### src/rtl/ps2_key_ctrl.sv
// ps2_key_ctrl: turns PS/2 scan-code bytes into make/break key events and tracks the modifier keys.
// Latency: the byte is captured on the IDLE->ACK edge, and key_valid/key_* are presented during that ACK cycle.
// Backpressure: at most one byte is popped every two cycles; ready is ignored while in ACK.
module ps2_key_ctrl #(
  parameter int CNT_W = 8
) (
  input  logic             clk,
  input  logic             clrn,
  input  logic             ready,
  input  logic [7:0]       data,
  input  logic             overflow,
  output logic             nextdata_n,
  output logic             key_valid,
  output logic [7:0]       key_code,
  output logic             key_make,
  output logic             key_ext,
  output logic             key_rpt,
  output logic [CNT_W-1:0] key_count,
  output logic             shift_flag,
  output logic             ctrl_flag,
  output logic             caps_flag,
  output logic             disp_en,
  output logic             err
);

  localparam logic [7:0] BRK_CODE  = 8'hF0;
  localparam logic [7:0] EXT_CODE  = 8'hE0;
  localparam logic [7:0] LSHIFT    = 8'h12;
  localparam logic [7:0] RSHIFT    = 8'h59;
  localparam logic [7:0] CTRL_CODE = 8'h14;
  localparam logic [7:0] CAPS_CODE = 8'h58;

  typedef enum logic {IDLE = 1'b0, ACK = 1'b1} state_t;

  state_t     state, state_nxt;
  logic       brk_pend, ext_pend;
  logic       held_vld, held_ext;
  logic [7:0] held_code;

  logic capture, is_brk, is_ext, is_shift, is_mod, held_match, event_ok;

  // A byte is taken from the receiver only when idle; the next cycle is the pop (ACK) cycle.
  assign capture    = (state == IDLE) && ready;
  assign is_brk     = (data == BRK_CODE);
  assign is_ext     = (data == EXT_CODE);
  assign is_shift   = (data == LSHIFT) || (data == RSHIFT);
  assign is_mod     = is_shift || (data == CTRL_CODE) || (data == CAPS_CODE);
  // The held key is identified by code plus its E0 prefix.
  assign held_match = held_vld && (held_code == data) && (held_ext == ext_pend);
  // Prefix bytes and bytes that arrive together with an overflow produce no event.
  assign event_ok   = capture && !overflow && !is_brk && !is_ext;
  assign disp_en    = held_vld;

  // State register.
  always_ff @(posedge clk or posedge clrn) begin
    if (clrn) state <= IDLE;
    else      state <= state_nxt;
  end

  // Next state: every accepted byte is followed by exactly one ACK cycle.
  always_comb begin
    state_nxt = state;
    case (state)
      IDLE:    if (ready) state_nxt = ACK;
      ACK:     state_nxt = IDLE;
      default: state_nxt = IDLE;
    endcase
  end

  // Registered pop strobe, low for the whole ACK cycle.
  always_ff @(posedge clk or posedge clrn) begin
    if (clrn) nextdata_n <= 1'b1;
    else      nextdata_n <= !capture;
  end

  // Prefix tracking and the sticky error; overflow discards any partial prefix.
  always_ff @(posedge clk or posedge clrn) begin
    if (clrn) begin
      brk_pend <= 1'b0;
      ext_pend <= 1'b0;
      err      <= 1'b0;
    end else if (overflow) begin
      err      <= 1'b1;
      brk_pend <= 1'b0;
      ext_pend <= 1'b0;
    end else if (capture) begin
      if (is_brk) begin
        brk_pend <= 1'b1;
      end else if (is_ext) begin
        ext_pend <= 1'b1;
      end else begin
        brk_pend <= 1'b0;
        ext_pend <= 1'b0;
      end
    end
  end

  // Key event decode, held-key tracking, press counter and modifier flags.
  always_ff @(posedge clk or posedge clrn) begin
    if (clrn) begin
      key_valid  <= 1'b0;
      key_code   <= 8'h00;
      key_make   <= 1'b0;
      key_ext    <= 1'b0;
      key_rpt    <= 1'b0;
      key_count  <= '0;
      shift_flag <= 1'b0;
      ctrl_flag  <= 1'b0;
      caps_flag  <= 1'b0;
      held_vld   <= 1'b0;
      held_ext   <= 1'b0;
      held_code  <= 8'h00;
    end else begin
      key_valid <= 1'b0;
      if (event_ok) begin
        key_valid <= 1'b1;
        key_code  <= data;
        key_make  <= !brk_pend;
        key_ext   <= ext_pend;
        key_rpt   <= !brk_pend && held_match;
        if (!brk_pend) begin
          // Modifiers never become the held key, so they are never seen as repeats.
          if (is_shift) begin
            shift_flag <= 1'b1;
          end else if (data == CTRL_CODE) begin
            ctrl_flag <= 1'b1;
          end else if (data == CAPS_CODE) begin
            if (!held_match) caps_flag <= !caps_flag;
          end else if (!held_match) begin
            held_vld  <= 1'b1;
            held_ext  <= ext_pend;
            held_code <= data;
            key_count <= key_count + 1'b1;
          end
        end else begin
          if (is_shift)             shift_flag <= 1'b0;
          if (data == CTRL_CODE)    ctrl_flag  <= 1'b0;
          if (held_match && !is_mod) held_vld  <= 1'b0;
        end
      end
    end
  end

endmodule

### config.mk
export PLATFORM = sky130hd
export DESIGN_NAME = ps2_key_ctrl
export DESIGN_NICKNAME = d
export VERILOG_FILES = /design/src/rtl/ps2_key_ctrl.sv
export SDC_FILE = /design/constraint.sdc
export NUM_CORES = 1
export LEC_CHECK = 0
export ABC_AREA = 0
export CAP_MARGIN = 20
export CORE_AREA = 2 2 74 90
export CTS_CLUSTER_DIAMETER = 100
export DETAILED_ROUTE_END_ITERATION = 8
export DIE_AREA = 0 0 76 92
export GPL_ROUTABILITY_DRIVEN = 0
export PLACE_DENSITY_LB_ADDON = 0.2
export SYNTH_ARGS = -nofsm -noshare
export SYNTH_HDL_FRONTEND = slang
export SYNTH_SLANG_ARGS = --single-unit
### constraint.sdc
create_clock -name clk -period 2.2 [get_ports clk]
set_input_delay 0.44 -clock clk [delete_from_list [all_inputs] [get_ports clk]]
set_output_delay 0.44 -clock clk [all_outputs]
set_load 0.01 [all_outputs]
==> flow_summary.toml, run 1 <==
# flow metrics
[timing]
setup_tns_ns = 0
fmax_mhz = 461.5
setup_viol = 0
rsz0062_at_grt = "true"
slew_viol_final = 0
holdWs_ns = 0.4721
maxSlewHeadroom_pct = 67.90
tightest_slew_ns = 0.4815

[worst_hold_path]
hp-start = "key_count[7]"

[yosys]
postSynthAreaPerCell_um2 = 11.22
synth.distinct_cells = 40
synth.yosys.chip_area_um2 = 1795
top_cell_area_share_pct = 51.57
largest_area_cell = "dfrtp_1"
yosys.area_share.simple_pct = 21.39
synth-edff-count = 0
syn-cell-area_um2 = 1795
dominantRegCellSynth = "dfrtp_1"
netlist_logic_family_top = "simple AND/OR/NAND/NOR gates"
yosys-stat-cells = 160
top_cells_by_area = "dfrtp_1, mux2_4, nand2_1, xnor2_1, xor2_1"
yosys_warnings = 0

[routing]
vias_per_cell = 4.411
dr.max_layer_used = "met4"
ant_nets = 0
met2_length_um = 1919
drc_errors = 0
met3_length_um = 157
drt-total-wl_um = 4001
drtPass1Iterations = 4
wl_met1_um = 1870

[finish]
fin_nets = 231
final_area_um2 = 2502
fin_cells = 304
largest_class = "registers"
inv_count = 4
fillers = 625
comb_cells = 109
sh_comb_area_pct = 30.95
n_all_buffers = 60
area_growth_pct = 39.37
comb_area_um2 = 774.5
layout_top_cells = "dfrtp_1, clkdlybuf4s50_1, nand2_1, buf_4, xnor2_1"
clkbuf_count = 5
num_antenna_cells = 0
ff_count = 38

[grt]
grt_start_max_net_pins = 39
use_met1_pct = 17.41
grt.busiest_layer = "met2"
grt_use_met2_pct = 20.46
grt-ovfl-total = 0
grtUsageMet3_pct = 2.854

[critical_path]
start_kind = "primary input"
path_cells = "clkdlybuf4s50_1 > buf_4 > or3b_2 > nor2_2 > or4_4 > mux2_2"
cp-end-kind = "register"
cpLargestDelayFamily = "simple AND/OR/NAND/NOR gates"
crit_buf_inv = 2
max_stage_delay_ns = 0.53
crit_type = "primary input to register"
arrival_ns = 2.34
rr_startpoint = "state"
r2r_setup_slack_ns = 0.31

[die]
fp_util_pct = 28.93
die_area_um2 = 6992
design.core.area_um2 = 6206
chipWidth_um = 76
die_h_um = 92
taps = 85
num_rows = 32
ios = 38

[clocking]
cts_tree = "built"
root_buffer = "clkbuf_8"
cts_setup_buffers = 0
postCtsResizedCells = 1
cts_max_level = 2

[place]
dpl_cell_area_um2 = 2391
place_hpwl_um = 2909
port_buffers = 37
pre_cts_ws_ns = -0.3232

[pwr]
combPwrFrac_pct = 26.8
p_int_w = 0.001494
powerClk_w = 0.000582
power.switching_w = 0.0005780
clkPwrFrac_pct = 28.1
p_per_area_nw_per_um2 = 828.0
power_leader = "registers"
leakagePower_nw = 1.149

[job]
warnings = 27

[run_status]
status = "completed"
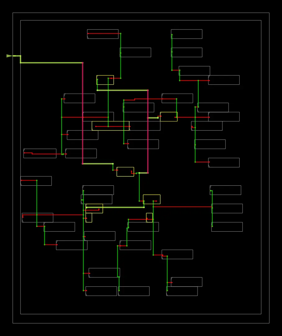
Run 1: the clock network
TritonCTS Sinks: 38
total CTS buffers: 5
clock latency on the worst-skew pair: 0.29 ns

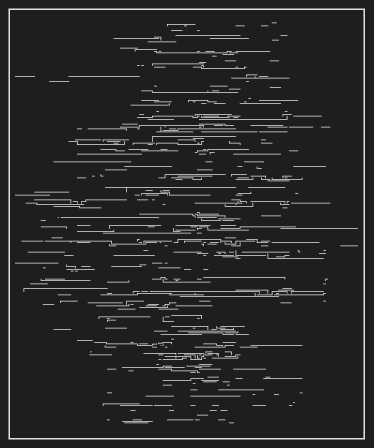
Run 1: signal wires on met1
main direction: horizontal
share of all routed wire: 47%
longest straight run: 28.1 um
wire length on this layer: 1870 um
nets with wire on the layer: 205

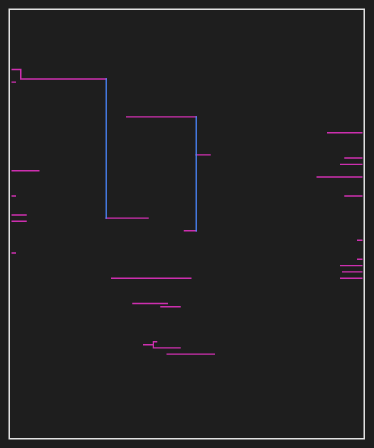
Run 1: routed metal, one colour a layer
Two of the layers only.
| colour | layer | wire length |
|---|---|---|
| magenta | met3 | 157 um |
| blue | met4 | 54.4 um |

==> run 1 -> run 2 <==
- ABC_AREA: 0 -> 1
- ABC_CLOCK_PERIOD_IN_PS: unset -> 2600
- CORE_AREA: 2 2 74 90 -> 2 2 79 97
- DIE_AREA: 0 0 76 92 -> 0 0 81 99
- clock period: 2.2 -> 2.6 ns (I/O delays scaled with it)
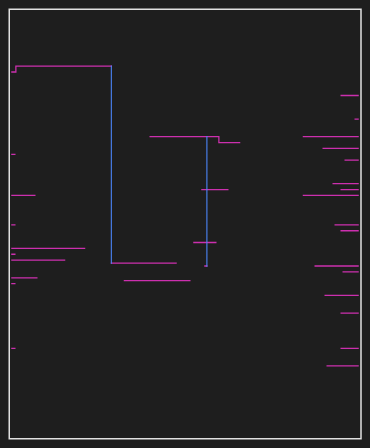
Run 2: routed metal, one colour a layer
Two of the layers only.
| colour | layer | wire length |
|---|---|---|
| magenta | met3 | 227 um |
| blue | met4 | 75.5 um |

==> flow_summary.toml, run 2 <==
# flow metrics
[critical_path]
max_stage_delay_ns = 0.60
cpLargestDelayFamily = "buffers and inverters"
start_kind = "primary input"
crit_type = "primary input to register"
r2r_setup_slack_ns = 1.05
cp_max_fo = 17
crit_buf_inv = 3
arrival_ns = 2.23
cp-end-kind = "register"
rr_startpoint = "state"

[routing]
ant_nets = 0
met2_length_um = 2311
drtPass1Iterations = 4
dr.max_layer_used = "met4"
drt-total-wl_um = 4741
met3_length_um = 226
wl_met1_um = 2127
vias_per_cell = 4.408

[clocking]
cts.sinks = 38
cts.clk_slew.worst_paths_ns = 0.07
root_buffer = "clkbuf_8"
postCtsResizedCells = 0
cts_made_buffers = 5
cts_tree = "built"
worstSkewPairLatency_ns = 0.29
cts_setup_buffers = 0

[pwr]
leakagePower_nw = 1.276
power.switching_w = 0.0004658
power_leader = "registers"
powerClk_w = 0.000415
combPwrFrac_pct = 25.3
p_per_area_nw_per_um2 = 585.5
power_switching_share_pct = 30.03
clkPwrFrac_pct = 26.8
p_int_w = 0.001085

[place]
port_buffers = 37
dpl_cell_area_um2 = 2557
place_hpwl_um = 3499
pre_cts_ws_ns = 0.2237

[yosys]
netlist_logic_family_top = "simple AND/OR/NAND/NOR gates"
postSynthAreaPerCell_um2 = 7.932
syn-cell-area_um2 = 2078
synth.distinct_cells = 28
top_cell_area_share_pct = 44.55
ys_sh_mux_pct = 0
largest_area_cell = "dfrtp_1"
synth.yosys.chip_area_um2 = 2078
yosys_warnings = 0
dominantRegCellSynth = "dfrtp_1"
top_cells_by_area = "dfrtp_1, nand2_1, nand3_1, inv_1, o21ai_0"
synthCells = 262
yosys-stat-cells = 262
synth-edff-count = 0
ys_top_cells_by_count = "nand2_1, dfrtp_1, nand3_1, inv_1, nor2_1"
yosys.area_share.simple_pct = 36.66

[timing]
min_period_ns = 2.057
rsz0062_at_grt = "false"
setup_viol = 0
slew_viol_final = 0
maxSlewHeadroom_pct = 67.62
setup_tns_ns = 0
tightest_slew_ns = 0.4857
holdWs_ns = 0.4655
fmax_mhz = 486.2

[die]
ios = 38
chipWidth_um = 81
die_h_um = 99
taps = 90
design.core.area_um2 = 7062
fp_util_pct = 29.43
die_area_um2 = 8019
num_rows = 34

[finish]
largest_class = "multi-input combinational cells"
n_all_buffers = 42
layout_top_cells = "nand2_1, dfrtp_1, clkdlybuf4s50_1, nand3_1, inv_1"
ff_count = 38
sh_comb_area_pct = 36.80
comb_area_um2 = 974.7
area_growth_pct = 27.45
fin_nets = 317
clkbuf_count = 7
fin_cells = 395
final_area_um2 = 2649
comb_cells = 191
inv_count = 26
num_antenna_cells = 0
fillers = 767

[worst_hold_path]
min_to = "state"

[grt]
use_met1_pct = 16.30
grt-ovfl-total = 0
grt.busiest_layer = "met2"
grtUsageMet3_pct = 3.480
grt_use_met2_pct = 22.82
grt_start_max_net_pins = 39

[run_status]
status = "completed"

[job]
warnings = 26
==> run 2 -> run 3 <==
- ABC_CLOCK_PERIOD_IN_PS: 2600 -> 2200
- clock period: 2.6 -> 2.2 ns (I/O delays scaled with it)
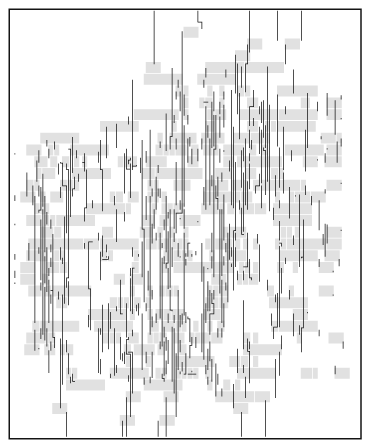
Run 3: M2 wires
Cells faint in the background.
share of all routed wire: 48%
main direction: vertical
longest straight run: 42.0 um
nets with wire on the layer: 253
wire length on this layer: 2360 um

==> flow_summary.toml, run 3 <==
# flow metrics
[yosys]
dominantRegCellSynth = "dfrtp_1"
yosys.area_share.simple_pct = 36.66
postSynthAreaPerCell_um2 = 7.932
yosys_warnings = 0
netlist_logic_family_top = "simple AND/OR/NAND/NOR gates"
synth.yosys.chip_area_um2 = 2078
ys_top_cells_by_count = "nand2_1, dfrtp_1, nand3_1, inv_1, nor2_1"
synth.distinct_cells = 28
synth-edff-count = 0
top_cell_area_share_pct = 44.55
ys_sh_mux_pct = 0
synthCells = 262
yosys-stat-cells = 262

[clocking]
cts_setup_buffers = 0
cts_max_level = 2
worstSkewPairLatency_ns = 0.30
postCtsResizedCells = 0
cts_tree = "built"

[grt]
grt_start_max_net_pins = 39
grt.busiest_layer = "met2"
grtUsageMet3_pct = 3.114
grt_use_met2_pct = 22.19
grt-ovfl-total = 0

[finish]
fin_cells = 411
layout_top_cells = "nand2_1, dfrtp_1, clkdlybuf4s50_1, nand3_1, inv_1"
num_antenna_cells = 0
clkbuf_count = 5
final_area_um2 = 2774
comb_area_um2 = 974.7
comb_cells = 191
inv_count = 26
fillers = 767
n_all_buffers = 58
area_growth_pct = 33.47

[critical_path]
r2r_setup_slack_ns = 0.53
max_stage_delay_ns = 0.60
start_kind = "primary input"
cp_max_fo = 18
arrival_ns = 2.22
path_cells = "clkdlybuf4s50_1 > nor2_1 > nand2_2 > inv_2 > nand2_4 > nand2_4 > nor2_8 > nand2_4 > nor2_4 > nand3_1 > nand2_1"
crit_buf_inv = 2
cp-end-kind = "register"
cpLargestDelayFamily = "simple AND/OR/NAND/NOR gates"
rr_startpoint = "state"

[timing]
slew_viol_final = 0
rsz0062_at_grt = "false"
fmax_mhz = 504.5
tightest_slew_ns = 0.4755
min_period_ns = 1.982
holdWs_ns = 0.4661
setup_viol = 0
maxSlewHeadroom_pct = 68.30

[die]
taps = 90
design.core.area_um2 = 7062
ios = 38
chipWidth_um = 81
die_area_um2 = 8019

[worst_hold_path]
hp-start = "state"
min_to = "state"

[pwr]
power.switching_w = 0.0005794
power_switching_share_pct = 29.70
clkPwrFrac_pct = 30.7
leakagePower_nw = 1.359
p_per_area_nw_per_um2 = 703.2
p_int_w = 0.001371
power_leader = "registers"
powerClk_w = 0.000598
combPwrFrac_pct = 24.3

[routing]
ant_nets = 0
drtPass1Iterations = 4
met3_length_um = 272
met2_length_um = 2356
dr.max_layer_used = "met4"
wl_met1_um = 2201
drc_errors = 0

[place]
pre_cts_ws_ns = -0.1112
port_buffers = 37
place_hpwl_um = 3624

[run_status]
status = "completed"

## Gallery

Sizing map.
The bar under the picture is 20 um long.
shot_01.png
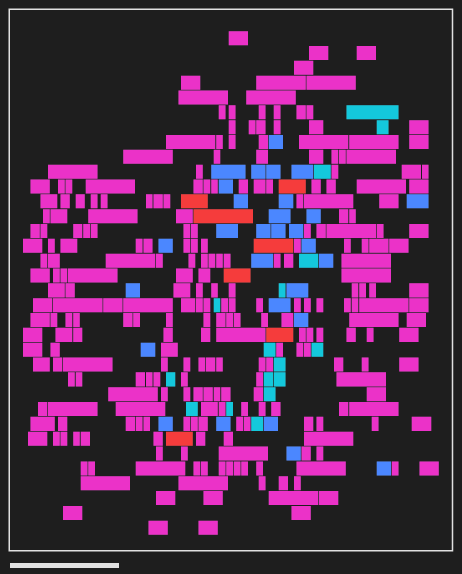
shot_02.png
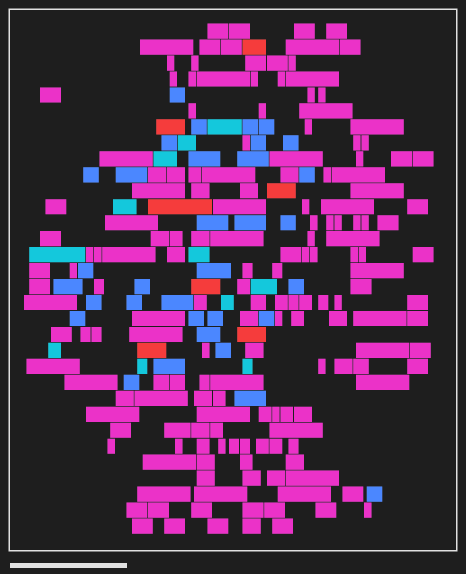
Of these, most cells: shot_01.png
- shot_01.png = run 3
- shot_02.png = run 1

